File: config.mk
export PLATFORM = sky130hd
export DESIGN_NAME = rgb_pwm_led
export DESIGN_NICKNAME = d
export VERILOG_FILES = /design/src/rtl/rgb_led_pkg.sv /design/src/rtl/pwm_frame_timer.sv /design/src/rtl/rgb_pwm_led.sv
export SDC_FILE = /design/constraint.sdc
export NUM_CORES = 1
export LEC_CHECK = 0
export ABC_AREA = 1
export CORE_MARGIN = 5
export CORE_UTILIZATION = 55
export DETAILED_ROUTE_END_ITERATION = 7
export GPL_TIMING_DRIVEN = 0
export PLACE_DENSITY_LB_ADDON = 0.15
export REMOVE_ABC_BUFFERS = 1
export SYNTH_ARGS = -nofsm -noshare
export SYNTH_HDL_FRONTEND = slang
export SYNTH_SLANG_ARGS = --single-unit
File: constraint.sdc
create_clock -name clk -period 5.2 [get_ports clk]
set_clock_uncertainty 0.05 [all_clocks]
set_input_delay 1.04 -clock clk [delete_from_list [all_inputs] [get_ports clk]]
set_output_delay 1.04 -clock clk [all_outputs]
set_load 0.01 [all_outputs]
File: src/rtl/rgb_led_pkg.sv
// Shared constants for the on-board RGB LED: pin indices, active-low base colours,
// and the system clock rate.
package rgb_led_pkg;

  // Bit positions of each colour within the 3-bit active-low LED bus.
  localparam int unsigned LED_R = 2;
  localparam int unsigned LED_B = 1;
  localparam int unsigned LED_G = 0;

  // Active-low base colours in {R, B, G} pin order; a 0 bit lights that die.
  localparam logic [2:0] WHITE   = 3'b000;
  localparam logic [2:0] MAGENTA = 3'b001;
  localparam logic [2:0] YELLOW  = 3'b010;
  localparam logic [2:0] RED     = 3'b011;
  localparam logic [2:0] CYAN    = 3'b100;
  localparam logic [2:0] BLUE    = 3'b101;
  localparam logic [2:0] GREEN   = 3'b110;
  localparam logic [2:0] OFF     = 3'b111;

  localparam int unsigned CLK_HZ = 24_000_000;

endpackage

File: src/rtl/pwm_frame_timer.sv
// PWM timebase: a prescaler that produces one step_tick every PRESCALE clocks and a
// DUTY_W-bit step counter whose last tick marks the end of a PWM frame.
module pwm_frame_timer
  import rgb_led_pkg::*;
#(
  parameter int unsigned DUTY_W   = 8,
  parameter int unsigned PRESCALE = 94
) (
  input  logic              clk,
  input  logic              rst,
  output logic [DUTY_W-1:0] step_cnt,
  output logic              step_tick,
  output logic              frame_end
);

  // Keep the prescaler at least one bit wide so PRESCALE=1 still elaborates.
  localparam int unsigned     PS_W   = (PRESCALE > 1) ? $clog2(PRESCALE) : 1;
  localparam logic [PS_W-1:0] PS_MAX = PS_W'(PRESCALE - 1);

  logic [PS_W-1:0] prescaler;

  assign step_tick = (prescaler == PS_MAX);
  assign frame_end = step_tick && (step_cnt == {DUTY_W{1'b1}});

  // Prescaler wraps on step_tick; the step counter advances on it and wraps naturally.
  always_ff @(posedge clk) begin
    if (rst) begin
      prescaler <= '0;
      step_cnt  <= '0;
    end else begin
      if (step_tick) begin
        prescaler <= '0;
        step_cnt  <= step_cnt + 1'b1;
      end else begin
        prescaler <= prescaler + 1'b1;
      end
    end
  end

endmodule

File: src/rtl/rgb_pwm_led.sv
// RGB LED output stage: accepts colour commands over valid/ready into a one-deep
// buffer, applies brightness scaling at PWM frame boundaries, and drives the
// active-low LED pins with registered PWM comparators.
module rgb_pwm_led
  import rgb_led_pkg::*;
#(
  parameter int unsigned DUTY_W   = 8,
  parameter int unsigned PRESCALE = 94
) (
  input  logic              clk,
  input  logic              rst,
  input  logic              color_valid,
  output logic              color_ready,
  input  logic [DUTY_W-1:0] color_r,
  input  logic [DUTY_W-1:0] color_g,
  input  logic [DUTY_W-1:0] color_b,
  input  logic [DUTY_W-1:0] brightness,
  output logic              frame_start,
  output logic [2:0]        led
);

  localparam int unsigned PROD_W = 2 * DUTY_W + 1;

  // (c * (br + 1)) >> DUTY_W; br = max passes c through unchanged, br = 0 yields 0.
  function automatic logic [DUTY_W-1:0] scale(input logic [DUTY_W-1:0] c,
                                               input logic [DUTY_W-1:0] br);
    logic [PROD_W-1:0] prod;
    prod = PROD_W'(c) * (PROD_W'(br) + PROD_W'(1));
    return DUTY_W'(prod >> DUTY_W);
  endfunction

  logic [DUTY_W-1:0] step_cnt;
  logic              step_tick;
  logic              frame_end;

  logic              pending_full;
  logic [DUTY_W-1:0] pending_r, pending_g, pending_b;
  logic [DUTY_W-1:0] duty_r, duty_g, duty_b;

  pwm_frame_timer #(
    .DUTY_W   (DUTY_W),
    .PRESCALE (PRESCALE)
  ) u_timer (
    .clk       (clk),
    .rst       (rst),
    .step_cnt  (step_cnt),
    .step_tick (step_tick),
    .frame_end (frame_end)
  );

  assign color_ready = !pending_full;

  // Command capture and frame-boundary duty update. Accept and apply never coincide
  // because ready is low whenever the buffer holds a command.
  always_ff @(posedge clk) begin
    if (rst) begin
      pending_full <= 1'b0;
      pending_r    <= '0;
      pending_g    <= '0;
      pending_b    <= '0;
      duty_r       <= '0;
      duty_g       <= '0;
      duty_b       <= '0;
      frame_start  <= 1'b0;
    end else begin
      frame_start <= 1'b0;
      if (color_valid && !pending_full) begin
        pending_r    <= color_r;
        pending_g    <= color_g;
        pending_b    <= color_b;
        pending_full <= 1'b1;
      end
      if (frame_end && pending_full) begin
        duty_r       <= scale(pending_r, brightness);
        duty_g       <= scale(pending_g, brightness);
        duty_b       <= scale(pending_b, brightness);
        pending_full <= 1'b0;
        frame_start  <= 1'b1;
      end
    end
  end

  // Registered comparators keep the pins glitch-free; one clk behind step_cnt.
  always_ff @(posedge clk) begin
    if (rst) begin
      led <= OFF;
    end else begin
      led[LED_R] <= ~(step_cnt < duty_r);
      led[LED_B] <= ~(step_cnt < duty_b);
      led[LED_G] <= ~(step_cnt < duty_g);
    end
  end

endmodule

### Sequential cells grouped by signal name, run 1

Drawn at 2 px/µm. Other sequential cells in the stronger gray, the rest of the logic in the fainter gray.
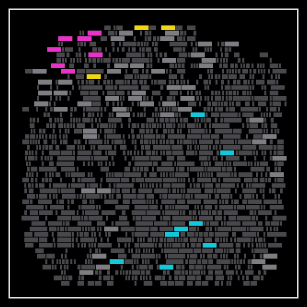
Yellow marks `led`, flops 3. Magenta marks `u_timer.prescaler`, flops 7, where north-west. Cyan marks `pending_b`, flops 8.
Another 50 sequential cells are not colored.
sequential share of cell area: 11.5%
final core occ: 68.1%
power of the sequential group: 557 µW

### Port wiring, run 1

Drawn at 3 px/µm.
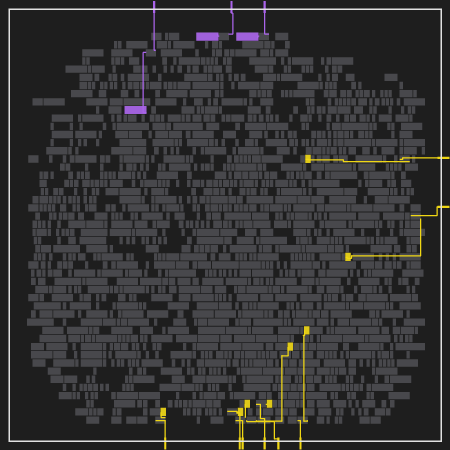
Yellow marks `color_b`, bits 8, direction input, end cells 8, buffers 8, wire 246 µm. Purple marks `led`, bits 3, direction output, end cells 3, buffers 3, wire 56.2 µm.
input/output buffers: 39
boundary pin count: 40

### Gate-type map, run 1

Drawn at 2 px/µm.
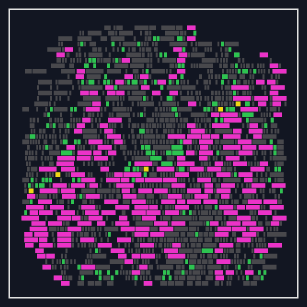
Magenta marks fa/ha/maj cells, cells 241, most used fa_1. Green marks aoi and oai cells, cells 148, most used a21oi_1, where all over the die. Yellow marks non-inverting ao/oa cells, cells 5, most used a21o_1.
Comb area share: 67.1%
post-route insts no fill: 1,671

==> impl_metrics.toml, run 1 <==
# synthesis and place-and-route metrics
[detailed_routing]
met1_length_um = 10600
remaining_drcs = 0
dr_wl_met3_um = 1420

[timing]
setup-violations-final = 1
finalWorstSetupSlack_ns = -0.0157
period_needed_ns = 5.22
fmax_mhz = 192
drv_slew = 0

[grt]
grt-ovfl-total = 0
use_met3_pct = 3.76

[synthesis]
synthDistinctLibCells = 37
post_synth_inst_count = 1367
yosys.area.top_type_share_pct = 24.5
flop_cell = "dfxtp_1"
top_cell = "inv_1"

[cts]
worst_skew_pair.late_latency_ns = 0.36
tritoncts_num_sinks = 68
cts.hold.buffers_added = 0
tritoncts = "done"

[setup_path]
cp_data_required_time_ns = 5.40
worstPathCellList = "buf_16 > ha_4 > xor2_4 > clkinvlp_4 > buf_4 > buf_4 > nor2_1 > fa_1 > fa_1 > inv_1 > fa_1 > fa_1 > inv_1 > ha_1 > nand2_1 > inv_1 > nand2_1 > nand2_1 > nand2_1 > nand2_1 > nand2_1 > nand3_1 > nand2_1"

[run_status]
status = "finished with violations"
violations_in_the_final_reports = "setup timing"

[floorplanning]
die_height_um = 143
core-area_um2 = 17400

[power]
post-layout-total-power_uw = 2750

[finish]
lay_top_count = "inv_1"
-- run 1: path summary, 6_finish.rpt --
path,from,end,slack (ns),depth (start not counted)
setup / recovery,brightness[0],duty_b[1]$_SDFFE_PP0P_,-0.02,23
hold / removal,duty_g[7]$_SDFFE_PP0P_,duty_g[7]$_SDFFE_PP0P_,0.40,2
setup reg to reg,pending_b[3]$_SDFFE_PP0P_,duty_b[1]$_SDFFE_PP0P_,0.84,18
hold reg to reg,duty_g[7]$_SDFFE_PP0P_,duty_g[7]$_SDFFE_PP0P_,0.40,2
-- run 1: stage by stage --
step	area (µm²)	hold slack [ns]	setup WS, ns	TNS [ns]
floorplan	9640	0.376	-0.0957	-0.358
detailed placement	10300	0.391	-2.24	-49.00
finish	11900	0.404	-0.0157	-0.0157
CTS	11400	0.404	0.000469	0
global placement	10300	0.388	-2.18	-48.17
global route	11900	0.418	-0.125	-1.00
-- run 1: power by group --
part	total (µW)	internal (µW)	switching, µW
Combinational	1540	625	912
Sequential	557	538	18.9
Clock	653	380	273
Total	2750	1540	1200
-- run 1: cells by family after synthesis --
family | count (synthesis) | synth area share, %
xor+xnor | 6 | 0.536
flops | 68 | 13.9
simple gates | 575 | 24.4
buf+inv | 324 | 13.1
fa+ha+maj | 241 | 40.0
compound gates | 153 | 8.15
-- run 1: flip-flops by register name, summed over array words and instances, names as in the netlist, 7 cells and up --
signal,cells
pending_g,8
pending_b,8
duty_r,8
u_timer.step_cnt,8
duty_b,8
u_timer.prescaler,7
pending_r,8
duty_g,8
-- run 1: area by class of cell --
cell class	instances	area share (%)
timing repair inverter	1	0.0633
clock inverter	7	0.696
clock buffer	9	1.90
inverter	298	9.65
multi-input combinational	977	67.1
sequential	68	11.5
timing repair buffer	86	6.73
tap	225	2.37
==> run 2, diff against run 1 <==
- CORE_ASPECT_RATIO: unset -> 0.8
### Port wiring, run 2

Drawn at 3 px/µm.
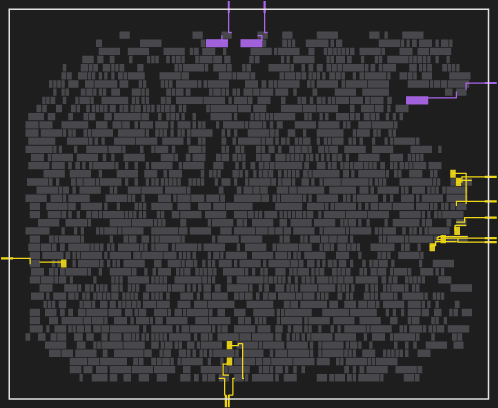
Purple marks `led`, bits 3, direction output, end cells 3, buffers 3, wire 43.6 µm. Yellow marks `color_b`, bits 8, direction input, end cells 8, buffers 8, wire 164 µm.

==> impl_metrics.toml, run 2 <==
# synthesis and place-and-route metrics
[grt]
use_met3_pct = 4.20
grt_max_degree = 49
grt-ovfl-total = 0
busiest_layer = "met2"

[timing]
setup-violations-final = 0
drv_slew = 0
period_needed_ns = 5.10
finalWorstSetupSlack_ns = 0.0953
holdWs_ns = 0.407
fmax_mhz = 196

[synthesis]
flop_cell = "dfxtp_1"
post_synth_most_frequent_cells = "296 x inv_1, 289 x nand2_1, 187 x nor2_1"
top_cell = "inv_1"
yosys.area.top_type_share_pct = 24.5
post_synth_inst_count = 1367
synthDistinctLibCells = 37

[detailed_routing]
remaining_drcs = 0
met1_length_um = 11900
initialDrtViolationCount = 681
dr_wl_met3_um = 1610
avgViaCountPerCell = 5.33

[place]
io_buffer_count = 39
total_placed_cells_including_tap_cells = 1605
preCtsSetupSlack_ns = -2.36

[power]
internal_power_uw = 1560
p_seq_share_pct = 20.0
powerSeq_uw = 557
power_switching_share_pct = 43.8
power.switching_uw = 1220
combinationalPower_uw = 1580
pwr-share-clk_pct = 23.2
post-layout-total-power_uw = 2780
combinational_share_of_power_pct = 56.8
power.group.top = "combinational cells"

[setup_path]
cpMaxStageDelayCell = "fa_1"
worstPathCellList = "buf_16 > ha_4 > nand2_2 > nor2_4 > nand2_4 > o21ai_2 > and2_4 > buf_4 > buf_4 > nand2_1 > fa_1 > fa_1 > inv_1 > fa_1 > ha_1 > ha_4 > nand2_1 > nor3_4 > and2_1 > nand2_1 > nand2_1 > nand2_1 > nand3_2 > nand2_2"
cp_data_required_time_ns = 5.39

[finish]
lay_top_count = "inv_1"
finish.cell_count_without_fillers = 1684

[floorplanning]
core-area_um2 = 17400
ioPinCount = 40
die_height_um = 129
floorplan.core_util_pct = 56.2

[run_status]
status = "finished clean"

[cts]
tritoncts = "done"
cts.hold.buffers_added = 0
### Clock nets, run 2

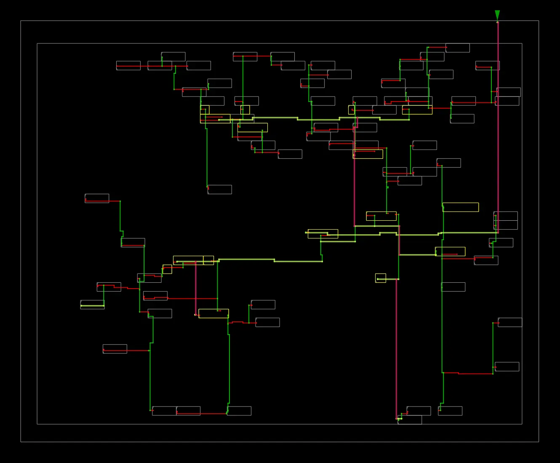
clk pwr: 643 µW
TritonCTS Sinks: 68
clock insertion delay at the later pin of the skew report: 0.35 ns
TritonCTS Buffers: 9

-- run 2: cell counts after synthesis --
Identical to the previous run, type by type.
-- run 2: through the flow --
step                      setup TNS (ns)  cell area [µm²]  utilization [%]
after global placement            -51.66            10300             59.2
after CTS                              0            11400             65.3
after floorplan                   -0.358             9640                -
after global routing              -0.325            12000             68.9
final                                  0            12000             68.9
after detailed placement          -51.98            10300             59.2
-- run 2: final cells by class --
type | count | area [µm²] | area share, %
tap | 225 | 282 | 2.34
clock inverter | 7 | 75.1 | 0.625
timing repair inverter | 1 | 7.51 | 0.0625
multi-input combinational | 976 | 8010 | 66.7
sequential | 68 | 1360 | 11.3
clock buffer | 9 | 225 | 1.88
inverter | 298 | 1140 | 9.54
timing repair buffer | 100 | 897 | 7.47
-- run 2: kinds of logic (layout without fill, tap and decap cells) --
kind of cell / after synthesis / count (layout) / synth area share, %
simple gates: 575 / 576 / 24.4
buf+inv: 324 / 415 / 13.1
fa+ha+maj: 241 / 241 / 40.0
compound gates: 153 / 153 / 8.15
flops: 68 / 68 / 13.9
xor+xnor: 6 / 6 / 0.536
-- run 2: timing repair --
item | in CTS | in global routing
resized | 120 | 117
endpoints found under the setup margin | 24 | 23
cloned | 1 | 1
pin swaps | 30 | 74
buffers inserted | 37 | 24
-- run 2: final timing paths --
path,slack [ns],from,end,cells after the start
min reg2reg,0.41,duty_b[1]$_SDFFE_PP0P_,duty_b[1]$_SDFFE_PP0P_,2
min,0.41,duty_b[1]$_SDFFE_PP0P_,duty_b[1]$_SDFFE_PP0P_,2
max reg2reg,1.04,pending_g[5]$_SDFFE_PP0P_,duty_g[5]$_SDFFE_PP0P_,18
max,0.1,brightness[0],duty_g[7]$_SDFFE_PP0P_,24
==> run 3, diff against run 2 <==
==> constraint.sdc (replaced) <==
create_clock -name clk -period 5.2 [get_ports clk]
set_clock_uncertainty 0.05 [all_clocks]
set_input_delay 1.56 -clock clk [delete_from_list [all_inputs] [get_ports clk]]
set_output_delay 1.56 -clock clk [all_outputs]
set_load 0.01 [all_outputs]
### Wiring by layer, run 3

Drawn at 2 px/µm.
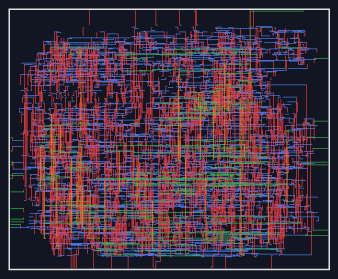
Blue marks M1, wire length 12,000 µm. Green marks M3, wire length 2,480 µm. Orange marks M4, wire length 1,090 µm. Red marks M2, wire length 13,700 µm.
DRT Wirelength: 29,300 µm
total number of vias: 9,477
routed length per placed instance: 17.0 µm
overall global routing resource usage: 28.3%

==> impl_metrics.toml, run 3 <==
# synthesis and place-and-route metrics
[finish]
sequential_share_of_cell_area_pct = 10.5
sh_comb_area_pct = 65.9
multiInputCombCellCount = 976
n_all_inverters = 299
signal_buffer_area_fraction_pct = 10.1
layout.area.top_class = "multi-input combinational cells"
clockNetworkAreaShare_pct = 2.32

[place]
io_buffer_count = 39

[timing]
holdWs_ns = 0.405
finalWorstSetupSlack_ns = -0.451
drv_slew = 0
setup-violations-final = 24

[power]
combinational_share_of_power_pct = 62.3
p_seq_share_pct = 17.4
pg_clk_uw = 649
power.group.top = "combinational cells"
combinationalPower_uw = 2000
internal_power_uw = 1760
pwr-share-clk_pct = 20.2
power_switching_share_pct = 45.3

[synthesis]
top_cell = "inv_1"
post_synth_inst_count = 1367
flop_cell = "dfxtp_1"
synthDistinctLibCells = 37
post_synth_most_frequent_cells = "296 x inv_1, 289 x nand2_1, 187 x nor2_1"

[detailed_routing]
avgViaCountPerCell = 5.51

[grt]
grt-ovfl-total = 0
grt_max_degree = 49

[run_status]
violations_in_the_final_reports = "setup timing"
status = "finished with violations"

[floorplanning]
floorplan.core_util_pct = 56.2
ioPinCount = 40
die_height_um = 129

[cts]
tritoncts_num_sinks = 68
cts_buffers = 9

[setup_path]
cpMaxStageDelayCell = "fa_1"
### Port wiring, run 3

Drawn at 3 px/µm.
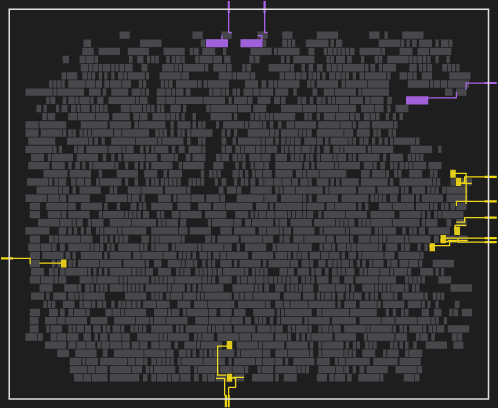
Yellow marks `color_b`, bits 8, direction input, end cells 8, buffers 8, wire 159 µm. Purple marks `led`, bits 3, direction output, end cells 3, buffers 3, wire 43.6 µm.

[run 3: cell counts after synthesis]
No cell type changed its count.
[run 3: path summary, 6_finish.rpt]
check | startpoint | to | slack, ns | cells after the start
max | brightness[1] | duty_g[7]$_SDFFE_PP0P_ | -0.45 | 25
min | duty_b[6]$_SDFFE_PP0P_ | duty_b[6]$_SDFFE_PP0P_ | 0.41 | 2
max reg2reg | pending_b[4]$_SDFFE_PP0P_ | duty_b[7]$_SDFFE_PP0P_ | 0.96 | 15
min reg2reg | duty_b[6]$_SDFFE_PP0P_ | duty_b[6]$_SDFFE_PP0P_ | 0.41 | 2
[run 3: kinds of logic (layout without fill, tap and decap cells)]
family	Yosys count	count (layout)	share of synthesized area, %
AND/OR/NAND/NOR	575	576	24.4
adder cells (fa/ha/maj)	241	241	40.0
AND-OR/OR-AND	153	153	8.15
XOR/XNOR	6	6	0.536
flip-flops	68	68	13.9
buffers and inverters	324	452	13.1
[run 3: timing repair]
item | in CTS | in global routing
hold buffers | 0 | 0
buffers inserted | 86 | 15
pin swaps | 139 | 86
cloned | 2 | 0
endpoints found under the setup margin | 24 | 24
resized | 315 | 85
[run 3: stage by stage]
stage	instance area (µm²)	setup WS [ns]	util, %	TNS, ns	std cells
final	13000	-0.451	74.3	-7.71	1721
after global routing	13000	-0.566	74.3	-11.15	1721
after CTS	12500	-0.318	71.8	-5.14	1708
after detailed placement	10300	-2.88	59.2	-64.46	1605
after global placement	10300	-2.83	59.2	-64.14	1605
after floorplan	9640	-0.616	-	-11.46	1341
[run 3: per-layer routing]
layer	GRT usage (%)	vias to the layer above	wire length, µm
li1	-	4431	-
met4	9.53	0	1090
met1	37.5	4527	12000
met5	0	-	0
met2	47.6	422	13700
met3	4.99	97	2480
Power is estimated from default activity; no workload was simulated.
